**Run 1: supply network**

Scale: 3 px per um. Pins as bars on the die edge.
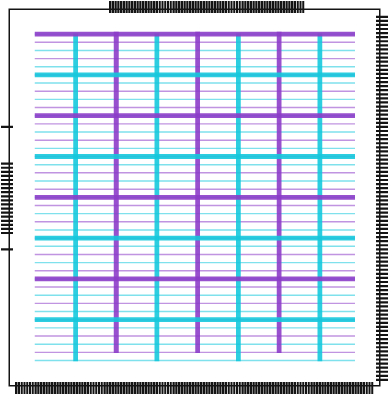
**Run 1: placement by cell class**

Scale: 4 px per um. Fill, decap, tap and diode cells in grey.
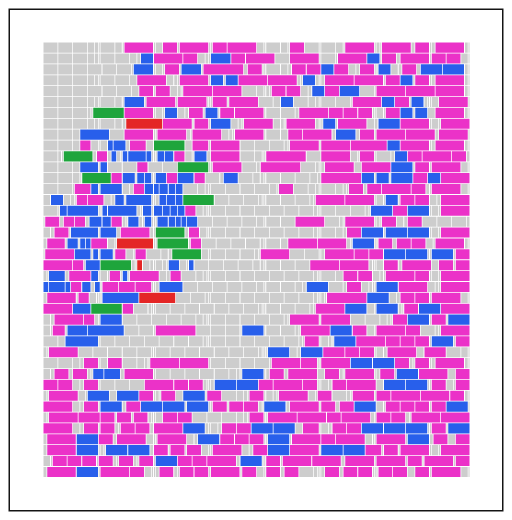
**Run 1: sequential cells coloured by netlist name**

Scale: 4 px per um.
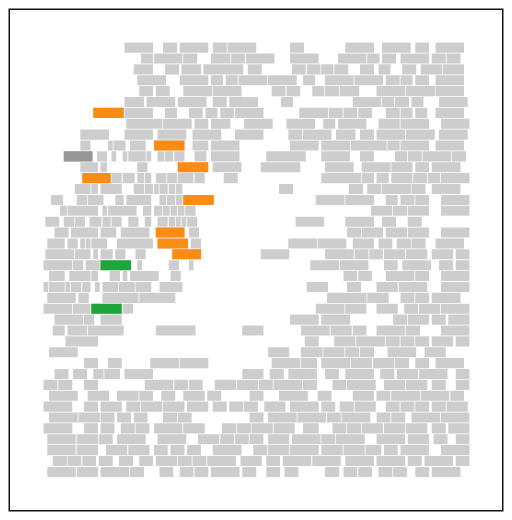
$ cat src/rtl/wb_mem_arbiter_pkg.sv
// Shared types and constants for the Wishbone memory arbiter.
//  - arb_state_e  : arbiter FSM states (IDLE, GNT_I, GNT_D)
//  - data_width_e : access width carried on the bus (byte/half/word)
//  - port index constants and the default timeout error word
//  - grant_of()   : one-hot {dmem, imem} grant vector for a state
package wb_mem_arbiter_pkg;

    typedef enum logic [1:0] {
        IDLE  = 2'd0,
        GNT_I = 2'd1,
        GNT_D = 2'd2
    } arb_state_e;

    typedef enum logic [1:0] {
        eDW_B = 2'd0,
        eDW_H = 2'd1,
        eDW_W = 2'd2
    } data_width_e;

    localparam int ARB_PORT_IMEM = 0;
    localparam int ARB_PORT_DMEM = 1;

    localparam logic [31:0] ERR_DATA_DEFAULT = 32'hDEADBEEF;

    function automatic logic [1:0] grant_of(arb_state_e s);
        logic [1:0] g;
        g = 2'b00;
        if (s == GNT_I) g[ARB_PORT_IMEM] = 1'b1;
        if (s == GNT_D) g[ARB_PORT_DMEM] = 1'b1;
        return g;
    endfunction

endpackage

$ cat src/rtl/wb_mem_arbiter_if.sv
// Wishbone-style bus bundle used on every arbiter port.
//  master modport: drives cyc/stb/we/addr/width/data_write, receives data_read/ack
//  slave  modport: the mirror image
interface wishbone_if;
    import wb_mem_arbiter_pkg::*;

    logic        cyc;
    logic        stb;
    logic        we;
    logic [31:0] addr;
    data_width_e width;
    logic [31:0] data_write;
    logic [31:0] data_read;
    logic        ack;

    modport master (
        output cyc, stb, we, addr, width, data_write,
        input  data_read, ack
    );

    modport slave (
        input  cyc, stb, we, addr, width, data_write,
        output data_read, ack
    );
endinterface

$ cat src/rtl/wb_mem_arbiter_mux.sv
// Combinational 2:1 request mux and ack demux keyed by the one-hot grant.
//  grant    : {dmem, imem}; 2'b00 leaves the memory bus idle
//  err_term : forced-termination cycle; memory bus dropped, granted master
//             receives ack with ERR_DATA
//  imem_wb / dmem_wb : requesting masters (slave side)
//  mem_wb            : shared memory (master side)
module wb_port_mux
    import wb_mem_arbiter_pkg::*;
#(
    parameter logic [31:0] ERR_DATA = ERR_DATA_DEFAULT
) (
    input  logic [1:0]  grant,
    input  logic        err_term,
    wishbone_if.slave   imem_wb,
    wishbone_if.slave   dmem_wb,
    wishbone_if.master  mem_wb
);
    logic sel_d;
    logic any_gnt;
    logic req_cyc;
    logic req_stb;
    logic [31:0] rdata;

    always_comb begin
        sel_d   = grant[ARB_PORT_DMEM];
        any_gnt = |grant;

        req_cyc = (grant[ARB_PORT_IMEM] & imem_wb.cyc) | (grant[ARB_PORT_DMEM] & dmem_wb.cyc);
        req_stb = (grant[ARB_PORT_IMEM] & imem_wb.stb) | (grant[ARB_PORT_DMEM] & dmem_wb.stb);

        mem_wb.cyc        = req_cyc & ~err_term;
        mem_wb.stb        = req_stb & ~err_term;
        mem_wb.we         = (sel_d ? dmem_wb.we : imem_wb.we) & any_gnt;
        mem_wb.addr       = sel_d ? dmem_wb.addr       : imem_wb.addr;
        mem_wb.width      = sel_d ? dmem_wb.width      : imem_wb.width;
        mem_wb.data_write = sel_d ? dmem_wb.data_write : imem_wb.data_write;

        // Read data is broadcast; only the acked master consumes it.
        rdata             = err_term ? ERR_DATA : mem_wb.data_read;
        imem_wb.data_read = rdata;
        dmem_wb.data_read = rdata;

        // Gating with the master's own cyc turns a same-cycle ack+abort into a
        // plain abort.
        imem_wb.ack = grant[ARB_PORT_IMEM] & imem_wb.cyc & (mem_wb.ack | err_term);
        dmem_wb.ack = grant[ARB_PORT_DMEM] & dmem_wb.cyc & (mem_wb.ack | err_term);
    end
endmodule

$ cat src/rtl/wb_mem_arbiter.sv
// Shares one Wishbone memory slave between instruction fetch (port 0) and
// data access (port 1). One registered grant per transaction, released on
// ack, abort (master drops cyc) or timeout, followed by one idle cycle.
//  clk, rst  : clock, synchronous active-high reset
//  imem_wb   : port 0 requester
//  dmem_wb   : port 1 requester
//  mem_wb    : shared memory slave
//  oGrant    : one-hot {dmem, imem} grant, 2'b00 when idle
//  oTimeout  : high during the cycle a transaction is force-terminated
module wb_mem_arbiter
    import wb_mem_arbiter_pkg::*;
#(
    parameter bit          RR_EN    = 1'b1,
    parameter int          TIMEOUT  = 255,
    parameter logic [31:0] ERR_DATA = ERR_DATA_DEFAULT
) (
    input  logic        clk,
    input  logic        rst,
    wishbone_if.slave   imem_wb,
    wishbone_if.slave   dmem_wb,
    wishbone_if.master  mem_wb,
    output logic [1:0]  oGrant,
    output logic        oTimeout
);
    localparam int CNT_W = (TIMEOUT > 0) ? $clog2(TIMEOUT + 1) : 1;
    localparam logic [CNT_W-1:0] CNT_LAST = (TIMEOUT > 0) ? CNT_W'(TIMEOUT - 1) : '0;

    arb_state_e       state_reg, state_next;
    logic             last_d_reg, last_d_next;   // 1 = DMEM served last
    logic [CNT_W-1:0] cnt_reg, cnt_next;

    logic [1:0] grant;
    logic       in_gnt;
    logic       owner_cyc;
    logic       err_term;
    logic       pick_d;

    always_ff @(posedge clk) begin
        if (rst) begin
            state_reg  <= IDLE;
            last_d_reg <= 1'b0;
            cnt_reg    <= '0;
        end else begin
            state_reg  <= state_next;
            last_d_reg <= last_d_next;
            cnt_reg    <= cnt_next;
        end
    end

    always_comb begin
        grant     = grant_of(state_reg);
        in_gnt    = (state_reg != IDLE);
        owner_cyc = (grant[ARB_PORT_IMEM] & imem_wb.cyc) | (grant[ARB_PORT_DMEM] & dmem_wb.cyc);
        // A real ack in the last allowed cycle still wins over the timeout.
        err_term  = (TIMEOUT != 0) && in_gnt && owner_cyc && !mem_wb.ack && (cnt_reg == CNT_LAST);
    end

    always_comb begin
        state_next  = state_reg;
        last_d_next = last_d_reg;
        cnt_next    = cnt_reg;
        pick_d      = 1'b0;
        case (state_reg)
            IDLE: begin
                if (imem_wb.cyc || dmem_wb.cyc) begin
                    // On a tie DMEM wins unless round-robin says it went last.
                    pick_d      = dmem_wb.cyc && (!imem_wb.cyc || !RR_EN || !last_d_reg);
                    state_next  = pick_d ? GNT_D : GNT_I;
                    last_d_next = pick_d;
                    cnt_next    = '0;
                end
            end
            GNT_I, GNT_D: begin
                if (!owner_cyc || mem_wb.ack || err_term) begin
                    state_next = IDLE;
                end else if (cnt_reg != '1) begin
                    cnt_next = cnt_reg + 1'b1;
                end
            end
            default: state_next = IDLE;
        endcase
    end

    assign oGrant   = grant;
    assign oTimeout = err_term;

    wb_port_mux #(
        .ERR_DATA (ERR_DATA)
    ) u_mux (
        .grant    (grant),
        .err_term (err_term),
        .imem_wb  (imem_wb),
        .dmem_wb  (dmem_wb),
        .mem_wb   (mem_wb)
    );
endmodule

$ cat src/flat_wrapper.sv
// flat-port wrapper written by rule: the top's interface ports become plain ports
module wb_mem_arbiter_flat import wb_mem_arbiter_pkg::*;
#(
    parameter bit          RR_EN    = 1'b1,
    parameter int          TIMEOUT  = 255,
    parameter logic [31:0] ERR_DATA = ERR_DATA_DEFAULT
)
  (clk, rst, oGrant, oTimeout, imem_wb_cyc, imem_wb_stb, imem_wb_we, imem_wb_addr, imem_wb_width, imem_wb_data_write, imem_wb_data_read, imem_wb_ack, dmem_wb_cyc, dmem_wb_stb, dmem_wb_we, dmem_wb_addr, dmem_wb_width, dmem_wb_data_write, dmem_wb_data_read, dmem_wb_ack, mem_wb_cyc, mem_wb_stb, mem_wb_we, mem_wb_addr, mem_wb_width, mem_wb_data_write, mem_wb_data_read, mem_wb_ack);
  wishbone_if imem_wb_i ();
  wishbone_if dmem_wb_i ();
  wishbone_if mem_wb_i ();
  input  logic clk;
  input  logic rst;
  output logic [1:0] oGrant;
  output logic oTimeout;
  input wire logic [$bits(imem_wb_i.cyc)-1:0] imem_wb_cyc;
  input wire logic [$bits(imem_wb_i.stb)-1:0] imem_wb_stb;
  input wire logic [$bits(imem_wb_i.we)-1:0] imem_wb_we;
  input wire logic [$bits(imem_wb_i.addr)-1:0] imem_wb_addr;
  input wire logic [$bits(imem_wb_i.width)-1:0] imem_wb_width;
  input wire logic [$bits(imem_wb_i.data_write)-1:0] imem_wb_data_write;
  output wire logic [$bits(imem_wb_i.data_read)-1:0] imem_wb_data_read;
  output wire logic [$bits(imem_wb_i.ack)-1:0] imem_wb_ack;
  input wire logic [$bits(dmem_wb_i.cyc)-1:0] dmem_wb_cyc;
  input wire logic [$bits(dmem_wb_i.stb)-1:0] dmem_wb_stb;
  input wire logic [$bits(dmem_wb_i.we)-1:0] dmem_wb_we;
  input wire logic [$bits(dmem_wb_i.addr)-1:0] dmem_wb_addr;
  input wire logic [$bits(dmem_wb_i.width)-1:0] dmem_wb_width;
  input wire logic [$bits(dmem_wb_i.data_write)-1:0] dmem_wb_data_write;
  output wire logic [$bits(dmem_wb_i.data_read)-1:0] dmem_wb_data_read;
  output wire logic [$bits(dmem_wb_i.ack)-1:0] dmem_wb_ack;
  output wire logic [$bits(mem_wb_i.cyc)-1:0] mem_wb_cyc;
  output wire logic [$bits(mem_wb_i.stb)-1:0] mem_wb_stb;
  output wire logic [$bits(mem_wb_i.we)-1:0] mem_wb_we;
  output wire logic [$bits(mem_wb_i.addr)-1:0] mem_wb_addr;
  output wire logic [$bits(mem_wb_i.width)-1:0] mem_wb_width;
  output wire logic [$bits(mem_wb_i.data_write)-1:0] mem_wb_data_write;
  input wire logic [$bits(mem_wb_i.data_read)-1:0] mem_wb_data_read;
  input wire logic [$bits(mem_wb_i.ack)-1:0] mem_wb_ack;
  assign imem_wb_i.cyc = imem_wb_cyc;
  assign imem_wb_i.stb = imem_wb_stb;
  assign imem_wb_i.we = imem_wb_we;
  assign imem_wb_i.addr = imem_wb_addr;
  assign imem_wb_i.width = imem_wb_width;
  assign imem_wb_i.data_write = imem_wb_data_write;
  assign imem_wb_data_read = imem_wb_i.data_read;
  assign imem_wb_ack = imem_wb_i.ack;
  assign dmem_wb_i.cyc = dmem_wb_cyc;
  assign dmem_wb_i.stb = dmem_wb_stb;
  assign dmem_wb_i.we = dmem_wb_we;
  assign dmem_wb_i.addr = dmem_wb_addr;
  assign dmem_wb_i.width = dmem_wb_width;
  assign dmem_wb_i.data_write = dmem_wb_data_write;
  assign dmem_wb_data_read = dmem_wb_i.data_read;
  assign dmem_wb_ack = dmem_wb_i.ack;
  assign mem_wb_cyc = mem_wb_i.cyc;
  assign mem_wb_stb = mem_wb_i.stb;
  assign mem_wb_we = mem_wb_i.we;
  assign mem_wb_addr = mem_wb_i.addr;
  assign mem_wb_width = mem_wb_i.width;
  assign mem_wb_data_write = mem_wb_i.data_write;
  assign mem_wb_i.data_read = mem_wb_data_read;
  assign mem_wb_i.ack = mem_wb_ack;
  wb_mem_arbiter #(.RR_EN(RR_EN), .TIMEOUT(TIMEOUT), .ERR_DATA(ERR_DATA)) u_core (.clk(clk), .rst(rst), .imem_wb(imem_wb_i), .dmem_wb(dmem_wb_i), .mem_wb(mem_wb_i), .oGrant(oGrant), .oTimeout(oTimeout));
endmodule
$ cat config.mk
export PLATFORM = sky130hd
export DESIGN_NAME = wb_mem_arbiter_flat
export DESIGN_NICKNAME = d
export VERILOG_FILES = /design/src/rtl/wb_mem_arbiter_pkg.sv /design/src/rtl/wb_mem_arbiter_if.sv /design/src/rtl/wb_mem_arbiter_mux.sv /design/src/rtl/wb_mem_arbiter.sv /design/src/flat_wrapper.sv
export SDC_FILE = /design/constraint.sdc
export NUM_CORES = 1
export LEC_CHECK = 0
export CAP_MARGIN = 10
export CORE_AREA = 8 8 115 117
export CTS_CLUSTER_SIZE = 16
export DETAILED_ROUTE_END_ITERATION = 16
export DIE_AREA = 0 0 123 125
export PLACE_DENSITY = 0.77
export SLEW_MARGIN = 10
export SYNTH_ARGS = -nofsm -noshare
export SYNTH_HDL_FRONTEND = slang
export SYNTH_SLANG_ARGS = --single-unit
$ cat constraint.sdc
create_clock -name clk -period 2 [get_ports clk]
set_clock_uncertainty 0.05 [all_clocks]
set_input_delay 0.4 -clock clk [delete_from_list [all_inputs] [get_ports clk]]
set_output_delay 0.4 -clock clk [all_outputs]
set_load 0.1 [all_outputs]
==> ds_physical_params.txt, run 1 <==
Table: implementation figures

Parameter                              Value

Floorplanning
  Effective utilization at floorplan .................. 0.169
  Number of tapcells .................. 147
  Die Area .................. 15400 um2
  Total I/O pin count .................. between 300 and 400

Final timing
  Fraction of the cycle the final worst path needs .................. 1.20
  Relative max-transition margin .................. 0.709
  Worst Slack Setup Final .................. -404 ps
  Worst slew pin tran .................. roughly 440 ps
  RSZ-0062 raised after global routing .................. yes
  Total of endpoints with negative setup slack in the final report .................. between 100 and 150
  Endpoints failing hold .................. 0
  Summed negative setup slack over all endpoints .................. -37910 ps

Power and ir drop
  Leakage power of the design .................. about 3.3 nW
  Internal power consumption .................. 1.98 mW
  Largest power group .................. combinational logic
  Clk pwr share .................. 0.090
  Proportion of power drawn by combinational gates .................. 0.854
  Clock Power .................. 0.372 mW

Clock tree
  Total number of clock tree sinks .................. 11
  Bufs on Longest Clock Path .................. 2
  Cts hold-fix bufs .................. 0
  Clock-pin slew reported for the worst setup and hold paths after clock tree synthesis .................. ~40 ps
  TritonCTS Buffers .................. 3
  Post CTS Setup Buffer Count .................. 13
  Cell at the root of the clock tree .................. sky130_fd_sc_hd__clkbuf_16

Routing
  Routed vias/inst .................. between 4 and 5
  Iteration-0 DRC Markers .................. about 110
  Number of remaining DRC errors .................. 0
  DRT antenna net count .................. 0
  Detailed-route wire length per cell .................. between 20 and 30 um
  Metal-1 WL .................. roughly 5700 um
  Met2 WL .................. 9490 um
  Uppermost layer routed .................. met4
  Vias after detailed routing .................. about 3.1k

Final layout
  Number of diodes .................. 1
  Number of clock buffers in the layout .................. 4
  Logic cell area .................. roughly 1900 um2
  Fraction of area in non-clock buffers .................. 0.680
  Area Overhead vs Synth .................. 288%
  Multi-input combinational area share .................. 0.253
  Commonest cells after routing, fill and taps aside .................. sky130_fd_sc_hd__clkdlybuf4s50_1 (170), sky130_fd_sc_hd__buf_12 (145), sky130_fd_sc_hd__mux2_4 (66)
  Non-Clock Inverter Count .................. 3
  Number of standard cells in the layout, taps in and fillers out .................. approximately 700
  Clock distribution area overhead in the final layout .................. 0.0103
  Share of final-layout standard cells stronger than drive strength 1 .................. 0.591
  Total number of sequential cells .................. 11
  Most numerous logic cell after layout .................. sky130_fd_sc_hd__clkdlybuf4s50_1
  Flip-flop count of the largest register, all copies and words added .................. 8

Logic synthesis
  Summed standard-cell area reported by yosys .................. about 2000 um2
  Synth area leaders .................. sky130_fd_sc_hd__mux2_2 (38%), sky130_fd_sc_hd__buf_4 (13%), sky130_fd_sc_hd__dfxtp_1 (11%), sky130_fd_sc_hd__or2_2 (7.6%), sky130_fd_sc_hd__ha_1 (3.2%)
  Post-synth cell types .................. 39
  Synthesis Warnings .................. 0
  Nets at Floorplan .................. 405
  Count of instantiated cells in the yosys netlist .................. roughly 230
  Synth Instances .................. about 230
  Total standard cell area after synthesis .................. 1970 um2
  Synthesized area per cell .................. 8.66 um2
  Register bit total from synthesis .................. 11
  Top cell type's share of synthesized area .................. 0.378

Worst setup path
  Largest fanout of any net on the critical path .................. 5
  Crit Reg-Reg Endpoint .................. u_core.cnt_reg[7]
  Beginning of the critical path .................. u_core.state_reg[1]
  Sort of element at the start of the critical path .................. flop
  Worst setup path end .................. imem_wb_data_read[20]
  Worst Path Class, Setup .................. reg -> out
  CP arrival .................. roughly 2000 ps
  Flop-to-flop setup slack .................. -20 ps
  Critical R2R Launch .................. u_core.state_reg[1]
  Depth of the worst register-to-register path .................. 9
  Worst path required time .................. roughly 1600 ps

Place
  Port Buf Inserts .................. 310
  Global placer's final weighted congestion .................. around 0.9
  Post-DP Area .................. roughly 7000 um2
  HPWL reported at the end of detailed placement .................. ~14000 um
  Placed instance count .................. between 600 and 700
  Pre-CTS worst setup slack .................. -451 ps

Global route
  Most crowded layer after global routing .................. met2
  Routing usage on met1 .................. 0.204
  Antenna violations before repair .................. 1
  M3 GR Usage .................. 0.0788
  Global router's overall resource usage .................. 0.211
  Pin count of the biggest net entering global routing .................. 10

Hold path
  Type of the tightest min-delay check .................. reg -> reg

Flow run
  Warning total across the stage logs .................. 32

Outcome
  Result of the run .................. finished with violations
  Violated checks .................. negative setup slack
-- 'supply network' (at the start) --
net	colour
VSS	cyan
VDD	purple
met1 rails	41
rows	40
signal pins	311
standard cell core area: 11600 um2
die width: 123 um
maximum vdd drop: 0.427 mV

-- 'placement by cell class' (at the start) --
class	colour	cells	share of their area
registers	green	11	3.1%
clock drivers and dummy loads	red	4	1.1%
remaining logic cells	blue	173	26%
remaining buffers and delay cells	magenta	364	70%
sequential cell area share: 0.0300
Placement Rows: 40
Final Instance Area: 7630 um2
fraction of the core area covered by cells at the end of the flow: 0.658

-- 'sequential cells coloured by netlist name' (at the start) --
netlist name	colour	placed flops
u_core.cnt_reg	orange	8
u_core.state_reg	green	2
not coloured	1
total area of sequential cells: 229 um2
power consumed by sequential cells: 0.233 mW

run 1: worst min-delay path by stage:
stage / from / end / slack (ps)
4_1_cts: u_core.last_d_reg / u_core.last_d_reg / 440
2_1_floorplan: u_core.cnt_reg[7] / u_core.cnt_reg[7] / 380
3_3_place_gp: u_core.cnt_reg[7] / u_core.cnt_reg[7] / 400
5_1_grt: u_core.last_d_reg / u_core.last_d_reg / 510
6_report: u_core.last_d_reg / u_core.last_d_reg / 460
3_5_place_dp: u_core.cnt_reg[7] / u_core.cnt_reg[7] / 430
run 1: cells in the mapped netlist (all sizes together):
cell type and n:
mux2 66, buf 37, or2 24, dfxtp 11, nor2 11, nor2b 10, o21ai 10, nand2 7
clkbuf 6, a21oi 5, ha 5, nand3 4, and3 3, inv 3, nand2b 3, o31ai 3
a22oi 2, nor3b 2, a211oi 1, a21boi 1, a311oi 1, a31oi 1, a32o 1, and2 1
and2b 1, and4 1, mux2i 1, nand3b 1, nand4b 1, nor4 1, o211ai 1, o2bb2ai 1
o41ai 1
run 1: cells by family (layout without fill, tap and decap cells):
group / count (synthesis) / after routing / synth area share
buffers and inverters: 46 / 371 / 0.157
adders and majority gates: 5 / 5 / 0.0318
and+or+nand+nor: 70 / 70 / 0.220
DFF: 11 / 11 / 0.112
muxes: 67 / 67 / 0.383
AOI/OAI and AO/OA: 28 / 28 / 0.0955
other: 0 / 1 / 0
run 1: critical path, cell delays in order (launching register included):
cell and delay, ps:
sky130_fd_sc_hd__dfxtp_2 320, sky130_fd_sc_hd__buf_6 120, sky130_fd_sc_hd__ha_4 150, sky130_fd_sc_hd__a22oi_2 280
sky130_fd_sc_hd__nor4_4 70, sky130_fd_sc_hd__buf_6 160, sky130_fd_sc_hd__buf_12 140, sky130_fd_sc_hd__and2b_4 290
sky130_fd_sc_hd__buf_12 180
==> run 1 -> run 2 <==
Settings changed: CAP_MARGIN 10 to 20.
==> run 2 against run 1 <==
The flow still finishes with violations (negative setup slack). First-iteration DRC count is the same. Core utilization is the same. Flip-flop count is the same. Critical path type unchanged. Non-clock buffer count is the same. Worst hold slack is the same. Highest routed layer unchanged. Register-to-register slack is essentially flat. Cell count is the same. Synthesized area is the same. Worst setup slack is the same. Via count is the same.
==> ds_physical_params.txt, run 2 <==
Table: implementation figures

Parameter                              Value

Clock tree
  Post CTS Setup Buffer Count .................. 13
  Cell at the root of the clock tree .................. sky130_fd_sc_hd__clkbuf_16
  Total number of clock tree sinks .................. 11
  Clock-pin slew reported for the worst setup and hold paths after clock tree synthesis .................. 40 ps
  Cts hold-fix bufs .................. 0
  Bufs on Longest Clock Path .................. 2
  TritonCTS Buffers .................. 3

Logic synthesis
  Top cell type's share of synthesized area .................. 0.378
  Post-synth cell types .................. 39
  Summed standard-cell area reported by yosys .................. 1970 um2
  Register bit total from synthesis .................. 11
  Synthesis Warnings .................. 0
  Commonest flop .................. sky130_fd_sc_hd__dfxtp_1
  List of most frequent post-synthesis cells .................. sky130_fd_sc_hd__mux2_2 (66), sky130_fd_sc_hd__buf_4 (33), sky130_fd_sc_hd__or2_2 (24), sky130_fd_sc_hd__dfxtp_1 (11), sky130_fd_sc_hd__nor2_1 (11)
  Nets at Floorplan .................. between 400 and 500
  Synth Instances .................. 227
  Synthesized area per cell .................. approximately 8.7 um2

Floorplanning
  Standard cell core area .................. 11600 um2
  Effective utilization at floorplan .................. 0.169
  Die width .................. 123 um
  Die Area .................. 15400 um2
  Total I/O pin count .................. between 300 and 400

Final timing
  Worst Slack Setup Final .................. -404 ps
  Worst slew pin tran .................. ~440 ps
  Relative max-transition margin .................. 0.709
  RSZ-0062 raised after global routing .................. yes
  Fraction of the cycle the final worst path needs .................. 1.20
  Total of endpoints with negative setup slack in the final report .................. about 140

Global route
  Pin count of the biggest net entering global routing .................. 10
  Antenna violations before repair .................. 1
  Most crowded layer after global routing .................. met2
  M3 GR Usage .................. 0.0788
  Routing usage on met1 .................. 0.204

Place
  Placed instance count .................. 669
  HPWL reported at the end of detailed placement .................. around 14000 um
  Port Buf Inserts .................. roughly 310
  Global placer's final weighted congestion .................. 0.898
  Pre-CTS worst setup slack .................. -451 ps

Worst setup path
  Critical R2R Launch .................. u_core.state_reg[1]
  Top Family by Delay on Critical Path .................. buffers and inverters
  CP arrival .................. 1950 ps
  Sort of element at the start of the critical path .................. flop
  Critical-path cell with the highest stage delay .................. sky130_fd_sc_hd__dfxtp_2
  Buffering stage count on the worst path with inverters included .................. 4
  Depth of the worst register-to-register path .................. 9
  Delay of the slowest cell on the worst path .................. ~320 ps
  Worst Path Class, Setup .................. reg -> out
  Largest fanout of any net on the critical path .................. 5

Routing
  Routed vias/inst .................. ~4.4
  Detailed-route wire length per cell .................. about 25 um
  Uppermost layer routed .................. met4
  Metal-1 WL .................. around 5700 um
  Iteration-0 DRC Markers .................. about 110
  Vias after detailed routing .................. about 3.1k
  Met2 WL .................. about 9500 um
  DRT antenna net count .................. 0
  Number of remaining DRC errors .................. 0

Power and ir drop
  Maximum vdd drop .................. 0.427 mV
  Leakage power of the design .................. 3.28 nW

Outcome
  Violated checks .................. negative setup slack
  Result of the run .................. finished with violations

Final layout
  Area Overhead vs Synth .................. 288%
  Most numerous logic cell after layout .................. sky130_fd_sc_hd__clkdlybuf4s50_1
  Number of standard cells in the layout, taps in and fillers out .................. ~700
  Commonest cells after routing, fill and taps aside .................. sky130_fd_sc_hd__clkdlybuf4s50_1 (170), sky130_fd_sc_hd__buf_12 (145), sky130_fd_sc_hd__mux2_4 (66)

Hold path
  Min-Delay Endpoint .................. u_core.last_d_reg
  Type of the tightest min-delay check .................. reg -> reg
run 2: cell counts after synthesis:
Identical to the previous run, type by type.
run 2: through the flow:
step                      utilization  total power [mW]  setup TNS [ps]  instance area, um2
after detailed placement        0.601              3.65          -27910                6980
after floorplan                     -              2.32          -51360                2560
final                           0.658              4.15          -37910                7630
after global placement          0.601              3.62          -21620                6980
after CTS                       0.657              4.19          -36830                7630
after global routing            0.658              4.25          -44160                7630
run 2: power by group:
group	internal [mW]	switching (mW)	total (mW)
Clock	0.268	0.103	0.372
Combinational	1.48	2.06	3.55
Sequential	0.228	0.00547	0.233
run 2: worst reg2reg max path, cell delays in order, from the launching register on:
cell and delay, ps:
sky130_fd_sc_hd__dfxtp_2 320, sky130_fd_sc_hd__inv_2 60, sky130_fd_sc_hd__buf_6 90, sky130_fd_sc_hd__ha_4 120, sky130_fd_sc_hd__a22oi_2 80, sky130_fd_sc_hd__buf_4 150
sky130_fd_sc_hd__buf_6 120, sky130_fd_sc_hd__nor3b_4 410, sky130_fd_sc_hd__nand3b_4 190, sky130_fd_sc_hd__o41ai_2 310
run 2: cell families (layout without fill, tap and decap cells):
kind of cell | after synthesis | count (layout) | synth area share
buf+inv | 46 | 371 | 0.157
flops | 11 | 11 | 0.112
other cells | 0 | 1 | 0
mux | 67 | 67 | 0.383
fa+ha+maj | 5 | 5 | 0.0318
simple gates | 70 | 70 | 0.220
compound gates | 28 | 28 | 0.0955
run 2: final cells by class:
class	count	area (um2)	share of cell area
repair buffers	364	5190	0.680
inverters	3	11.3	0.00147
well taps	147	184	0.0241
diodes	1	2.50	0.000328
multi-input cells	170	1930	0.253
flip-flops and latches	11	229	0.0300
clock buffers	4	78.8	0.0103
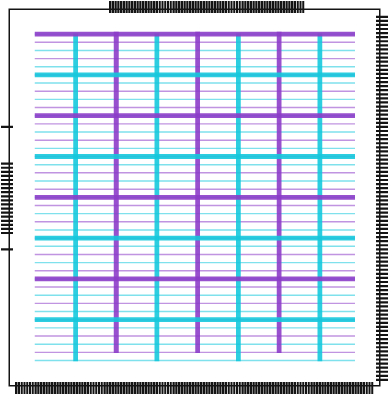
**Above:** run 2 (supply network).
Scale: 3 px per um. Pins as bars on the die edge.
net	colour
VDD	purple
VSS	cyan
met4 straps	7
met5 straps	8
rows	40
Die Height: 125 um

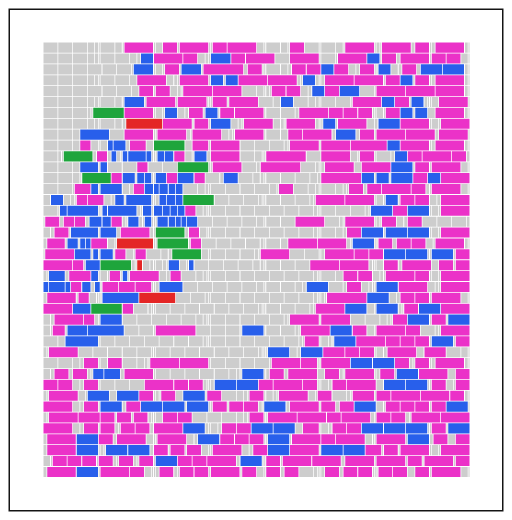
**Above:** run 2 (placement by cell class).
Scale: 4 px per um. Fill, decap, tap and diode cells in grey.
class	colour	cells	share of their area
remaining logic cells	blue	173	26%
remaining buffers and delay cells	magenta	364	70%
registers	green	11	3.1%
clock drivers and dummy loads	red	4	1.1%

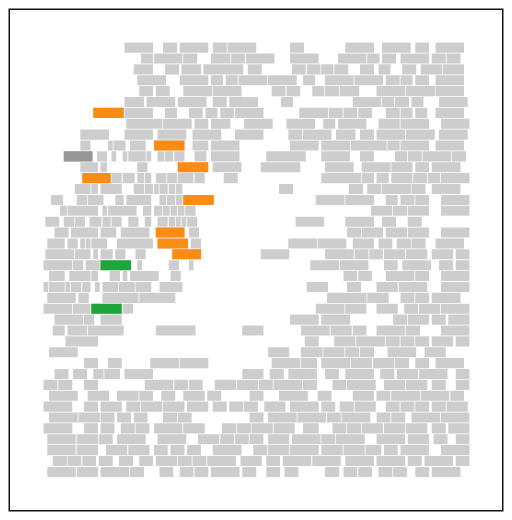
**Above:** run 2 (sequential cells coloured by netlist name).
Scale: 4 px per um.
netlist name	colour	placed flops
u_core.state_reg	green	2
u_core.cnt_reg	orange	8
not coloured	1

==> run 2 -> run 3 <==
Settings changed: CTS_BUF_LIST set to sky130_fd_sc_hd__clkbuf_8, PLACE_DENSITY 0.77 to 0.74.
Clock period 2 ns to 3.11 ns, I/O delays scaled along.
==> run 3 against run 2 <==
Core utilization fell by 9.6 points. The run now ends clean. Highest routed layer is now met5. First-iteration DRC count fell by 42%. Critical path depth fell by 2.
==> ds_physical_params.txt, run 3 <==
Table: implementation figures

Parameter                              Value

Logic synthesis
  Fraction of synthesis flops using an asynchronous set or reset pin .................. 0
  Count of library flops with an enable pin .................. 0
  Most frequent cell after synthesis .................. sky130_fd_sc_hd__mux2_2
  Top cell type's share of synthesized area .................. 0.378
  List of most frequent post-synthesis cells .................. sky130_fd_sc_hd__mux2_2 (66), sky130_fd_sc_hd__buf_4 (33), sky130_fd_sc_hd__or2_2 (24), sky130_fd_sc_hd__dfxtp_1 (11), sky130_fd_sc_hd__nor2_1 (11)
  Total standard cell area after synthesis .................. 1970 um2
  Register bit total from synthesis .................. 11
  Commonest flop .................. sky130_fd_sc_hd__dfxtp_1
  Synthesis Warnings .................. 0
  Count of instantiated cells in the yosys netlist .................. 227
  Nets at Floorplan .................. 405
  Synth Instances .................. around 230

Final layout
  Number of diodes .................. 0
  Area Overhead vs Synth .................. 232%
  Flip-flop count of the largest register, all copies and words added .................. 8
  Most numerous logic cell after layout .................. sky130_fd_sc_hd__clkdlybuf4s50_1
  Number of standard cells in the layout, taps in and fillers out .................. 647
  Share of final-layout standard cells stronger than drive strength 1 .................. 0.512

Outcome
  Result of the run .................. completed

Global route
  Pin count of the biggest net entering global routing .................. roughly 70
  Global router's overall resource usage .................. 0.180
  Antenna violations before repair .................. 1

Power and ir drop
  Largest power group .................. combinational logic
  Leakage power of the design .................. 2.63 nW
  Switching power total .................. between 1 and 1.5 mW
  Power dissipated in combinational cells .................. 2.07 mW
  Proportion of power drawn by combinational gates .................. 0.874

Hold path
  Type of the tightest min-delay check .................. reg -> reg

Worst setup path
  Critical-path cell with the highest stage delay .................. sky130_fd_sc_hd__clkdlybuf4s50_1
  Worst path required time .................. between 2000 and 2500 ps
  Most numerous cell on the critical path .................. sky130_fd_sc_hd__buf_12
  Sort of element at the start of the critical path .................. input port
  Flop-to-flop setup slack .................. 1110 ps
  Cells traversed along the worst timing path .................. clkdlybuf4s50_1 -> a22oi_2 -> nor4_4 -> buf_12 -> or2_2 -> buf_12
  Top Family by Delay on Critical Path .................. buffers and inverters
  Crit Reg-Reg Endpoint .................. u_core.cnt_reg[7]
  Worst setup path end .................. imem_wb_data_read[11]
  Worst Path Class, Setup .................. in -> out
  Largest fanout of any net on the critical path .................. 36

Routing
  DRT antenna net count .................. 0
  Iteration-0 DRC Markers .................. between 60 and 70
  Number of remaining DRC errors .................. 0
  Vias after detailed routing .................. around 2.8k

Final timing
  Total of endpoints with negative setup slack in the final report .................. 0
  Fraction of the cycle the final worst path needs .................. 0.964
  Worst slew pin tran .................. 416 ps
  Relative max-transition margin .................. 0.721

Clock tree
  Cell at the root of the clock tree .................. sky130_fd_sc_hd__clkbuf_8
  TritonCTS Buffers .................. 3
  Cts hold-fix bufs .................. 0
  Clock-pin slew reported for the worst setup and hold paths after clock tree synthesis .................. about 60 ps

Place
  HPWL reported at the end of detailed placement .................. between 10000 and 15000 um
  Global placer's final weighted congestion .................. about 0.86

Floorplanning
  Die Area .................. between 15000 and 20000 um2
  Effective utilization at floorplan .................. 0.169
run 3: metal layers:
layer	share of wire	GRT usage	up-vias
met5	0.00082	0	-
met4	0.013	0.0347	2
met3	0.16	0.101	12
met2	0.52	0.336	197
met1	0.31	0.165	1231
li1	-	-	1317
run 3: worst min-delay path by stage:
stage | slack (ps) | depth (start not counted) | to | startpoint
after floorplan | 380 | 1 | u_core.cnt_reg[7] | u_core.cnt_reg[7]
after global placement | 400 | 1 | u_core.cnt_reg[7] | u_core.cnt_reg[7]
after detailed placement | 420 | 1 | u_core.last_d_reg | u_core.last_d_reg
after CTS | 430 | 1 | u_core.last_d_reg | u_core.last_d_reg
after global routing | 460 | 1 | u_core.cnt_reg[7] | u_core.cnt_reg[7]
final | 430 | 1 | u_core.cnt_reg[7] | u_core.cnt_reg[7]
run 3: logic make-up (layout without fill, tap and decap cells):
logic type	after synthesis	in the layout	synth area share
flip-flops	11	11	0.112
buffers and inverters	46	319	0.157
AND-OR/OR-AND	28	28	0.0955
adder cells (fa/ha/maj)	5	5	0.0318
multiplexers	67	67	0.383
AND/OR/NAND/NOR	70	70	0.220
run 3: final cells by class:
class	count	area [um2]
clock buffer	3	41.3
clock inverter	1	5.00
fill	948	5090
inverter	3	11.3
multi-input combinational	170	1550
sequential	11	220
tap	147	184
timing repair buffer	312	4510
run 3: per-stage QoR:
step                hold slack [ps]  TNS (ps)  power, mW  cell area, um2
floorplan                       378     -2930       1.39            2150
global placement                402         0       2.22            6480
detailed placement              417         0       2.23            6480
CTS                             425         0       2.38            6520
global route                    458         0       2.43            6520
finish                          426         0       2.37            6520
run 3: worst register-to-register path, delay by kind of cell (launching register included):
kind	cells	cell delay, ps
AND-OR/OR-AND	4	890
adder cells (fa/ha/maj)	1	310
buffers and inverters	1	110
flip-flops	1	390
AND/OR/NAND/NOR	1	150
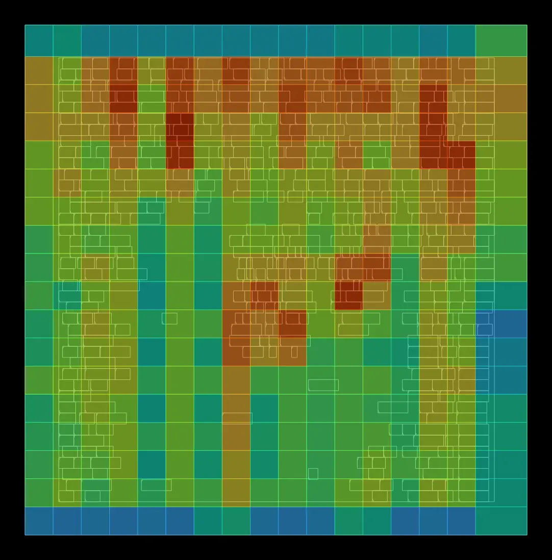
**Above:** run 3 (routing congestion map).
detailed-route wire length per cell: 22.7 um
Global Route met2 Usage: 0.336
most crowded layer after global routing: met2
M3 GR Usage: 0.101

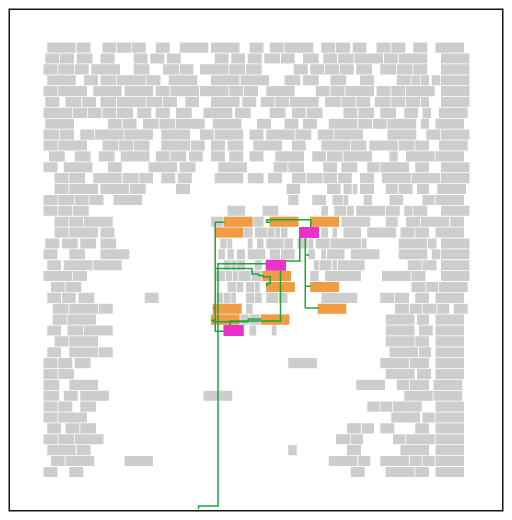
**Above:** run 3 (clock distribution).
Scale: 4 px per um.
[clock-net drivers] magenta | count: 3
[flip-flops] orange | count: 11
[clock wires] green | length: 232 um
routed clock nets	4
flops lie	centre
Clk pwr share: 0.062
worst skew pair latency: 250 ps
Clock Power: 0.148 mW

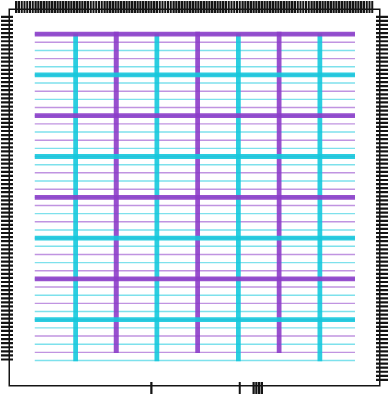
**Above:** run 3 (supply network).
Scale: 3 px per um. Pins as bars on the die edge.
net	colour
VDD	purple
VSS	cyan
met1 rails	41
met5 straps	8
signal pins	311

No activity file was given, so power comes from the tool's default toggle rates.
